==> config.mk <==
export PLATFORM = sky130hd
export DESIGN_NAME = sync_lock_ctrl
export DESIGN_NICKNAME = d
export VERILOG_FILES = /design/src/rtl/sync_lock_ctrl.sv
export SDC_FILE = /design/constraint.sdc
export NUM_CORES = 1
export LEC_CHECK = 0
export CORE_MARGIN = 3
export CORE_UTILIZATION = 32
export DETAILED_ROUTE_END_ITERATION = 6
export HOLD_SLACK_MARGIN = 0.12
export SLEW_MARGIN = 40
export SYNTH_ARGS = -nofsm -noshare
export SYNTH_HDL_FRONTEND = slang
export SYNTH_SLANG_ARGS = --single-unit
==> constraint.sdc <==
create_clock -name iclk -period 2.9 [get_ports iclk]
set_clock_uncertainty 0.15 [all_clocks]
set_input_delay 0.435 -clock iclk [delete_from_list [all_inputs] [get_ports iclk]]
set_output_delay 0.435 -clock iclk [all_outputs]
set_load 0.02 [all_outputs]
Fig. 1: run 1, congestion heat map
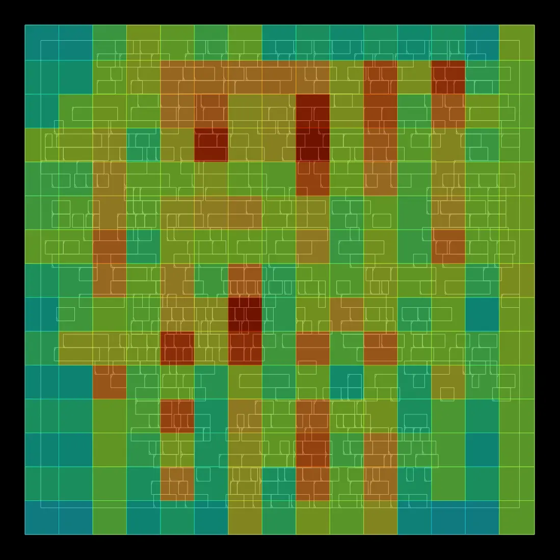
met1 Use GR: 19.02%
M2 GR Usage: 27.76%
fin util: 52.72%
post-detailed-route wirelength per cell: 14.75 um
GR Util met3: 2.866%

Fig. 2: run 1, register map, names as in the netlist
Other sequential cells in the stronger grey, the rest of the logic in the fainter grey.
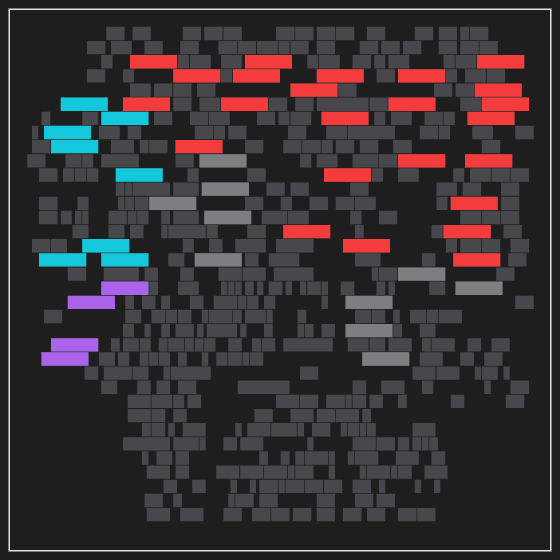
[purple] hit_cnt_q | flops: 4 | where: left middle
[red] oframe_time | flops: 24
[cyan] olock_num | flops: 8
not coloured: 10
flop share of the area: 23.52%
register area: 1151 um^2
sequential power: 771 uW

Fig. 3: run 1, local utilization
10 x 10 tiles, from black (low) to pale yellow (high), 0 to 100% covered.
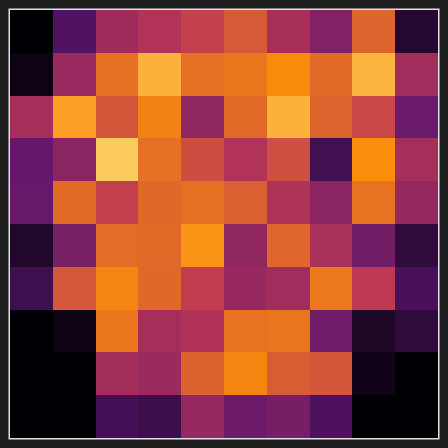
fullest tile: 88%
mean over tiles: 44%
tiles over 75% full: 7.0%
nearly empty tiles: 9.0%
Floorplan Utilization: 32.96%
core area: 9284 um^2

==> flow_summary.json <==
{
  "reg2reg_setup_slack_ns": 0.14,
  "clockPowerShare_pct": 19.1,
  "synthesis.nets": 408,
  "flop_cell": "dfrtp_1",
  "critical_path.top_delay_family": "buffers and inverters",
  "overflow": 0,
  "path_clk_slew_ns": 0.08,
  "yosysUniqueCellTypes": 53,
  "tns_ns": 0,
  "vdd_drop_max_mv": 0.2013,
  "grtUsageTotal_pct": 15.35,
  "syn_area_per_cell_um2": 10.41,
  "synth-seq-area-share_pct": 37.61,
  "drtPass1Iterations": 4,
  "die_w_um": 103.8,
  "drc_errors": 0,
  "critPathBufInv": 6,
  "cp.depth": 14,
  "n_all_inverters": 32,
  "routed_wl_um": 8597,
  "area_growth_syn_to_layout_pct": 59.93,
  "critPathMaxFanout": 12,
  "cts_buffer_depth": 2,
  "clkLatencyLatePin_ns": 0.29,
  "hp-class": "reg2reg",
  "comb_share_pct": 35.97,
  "highest_layer": "met4",
  "worst_slack_ns": 0.1161,
  "cts-root-buf": "clkbuf_8",
  "h-tree-depth": 2,
  "layout_top_cell": "clkdlybuf4s50_1",
  "nClkBuffers": 5,
  "logic_family": "AND-OR/OR-AND gates",
  "port_buffers": 121,
  "synthArstFlopShare_pct": 100.0,
  "io_pins": 122,
  "switchingPower_uw": 589.5,
  "place_ws_ns": -0.4009,
  "seq_cell_count": 46,
  "cp-start-kind": "input port",
  "status": "complete, no violations",
  "p_int_mw": 1.323,
  "die_h_um": 103.8,
  "min_period_over_period_pct": 96.00,
  "pwr-share-seq_pct": 40.3,
  "top_usage_layer": "met2",
  "grt_pass1_wl_um": 13730,
  "crit_slowest_cell": "clkdlybuf4s50_1",
  "hold-path-cell-count": 1,
  "warning_count": 30,
  "met3WireLength_um": 322,
  "worstPathArrival_ns": 2.81,
  "stdcell_area_um2": 4895,
  "antenna_found_initial": 0,
  "critical_path_class": "in2reg",
  "first_global_vias": 2856,
  "lay_top_cells": "clkdlybuf4s50_1, dfrtp_1, buf_4, inv_1, ha_1",
  "yosys_warnings": 0,
  "pg_clk_uw": 366,
  "p_comb_share_pct": 40.6,
  "max_stage_delay_ns": 0.40,
  "aoi_share_pct": 23.43,
  "largest_class": "multi-input combinational cells",
  "via_per_inst": 4.834,
  "hold_viol": 0,
  "n_all_buffers": 163,
  "nNetsFinal": 568,
  "worstSetupEndpointType": "flip-flop",
  "mux_share_pct": 1.063,
  "slew_headroom_pct": 62.27,
  "numSynthFlops": 46,
  "drt_iter0_markers": 105,
  "combinationalPower_uw": 776,
  "hpwl_um": 6640,
  "required_ns": 2.93,
  "tightest_slew_ns": 0.5659,
  "cts_tree": "done",
  "rows": 35,
  "syn_area_um2": 3060,
  "power_leakage_nw": 2.128,
  "largest_reg_flops": 24,
  "comb.multi_input.count": 206,
  "clock_area_share_pct": 1.610,
  "simple_gate_share_pct": 16.15,
  "slew_violations": 0,
  "path_cells": "clkdlybuf4s50_1, or2_4, ha_4, nand2b_4, a31oi_1, buf_4, o211ai_4, buf_6, nand4_1, inv_2, buf_12, clkbuf_16, nand2b_1, o221a_1",
  "logic_area_um2": 1760,
  "fmax_ghz": 0.3592,
  "tapCellCount": 129,
  "ys_cells": 294,
  "synth.cellmix.xorXnorShare_pct": 2.289,
  "power.density_nw_per_um2": 390.7,
  "power-top-group": "combinational logic",
  "dieArea_um2": 10770,
  "synth-edff-count": 0,
  "met2_wirelength_um": 4498,
  "cts.sinks": 46,
  "yosys_area_um2": 3060
}
run 1: logic make-up (layout without fill, tap and decap cells):
group | after synthesis | in the layout
xor gates and xnor gates | 8 | 8
AOI/OAI and AO/OA | 80 | 80
and+or+nand+nor | 85 | 85
muxes | 3 | 3
DFF | 46 | 46
buffers and inverters | 42 | 202
adders and majority gates | 30 | 30
run 1: repair_timing:
item                                   4_1_cts  5_1_grt
setup buffers                                0        3
hold buffers                                 1        0
cloned                                       1        1
endpoints found under the hold margin       22        0
resized                                      7       15
pin swaps                                    3        6
setup endpoints to repair                   28       40
run 1: cell usage after synthesis (all sizes together), types with 2 or more instances:
| cell type | n | area share (%) |
|---|---|---|
| or2 | 2 | 0.41 |
| nor2 | 5 | 0.61 |
| a22o | 4 | 1.1 |
| nand2 | 17 | 2.2 |
| a31oi | 4 | 0.82 |
| nor4 | 3 | 1.1 |
| inv | 32 | 3.9 |
| a2111o | 2 | 0.74 |
| o21ai | 11 | 1.8 |
| nand3 | 11 | 1.8 |
| a21oi | 14 | 2.7 |
| nand4 | 6 | 1.2 |
| o221a | 24 | 8.8 |
| a21o | 2 | 0.49 |
| buf | 9 | 3.1 |
| nand2b | 29 | 6.2 |
| and3 | 4 | 0.82 |
| ha | 30 | 12 |
| nor3 | 5 | 1.2 |
| xnor2 | 6 | 1.7 |
| nor2b | 2 | 0.41 |
| o21a | 4 | 0.98 |
| xor2 | 2 | 0.57 |
| dfrtp | 46 | 38 |
| mux2 | 2 | 0.74 |
run 1: through the flow:
stage	power, mW	hold slack (ns)	cells
global placement	1.523	0.3207	570
CTS	1.927	0.3579	579
floorplan	1.142	-0.01059	294
global route	2.022	0.3859	583
detailed placement	1.531	0.3142	570
finish	1.913	0.3534	583
No activity file was given, so power comes from the tool's default toggle rates.
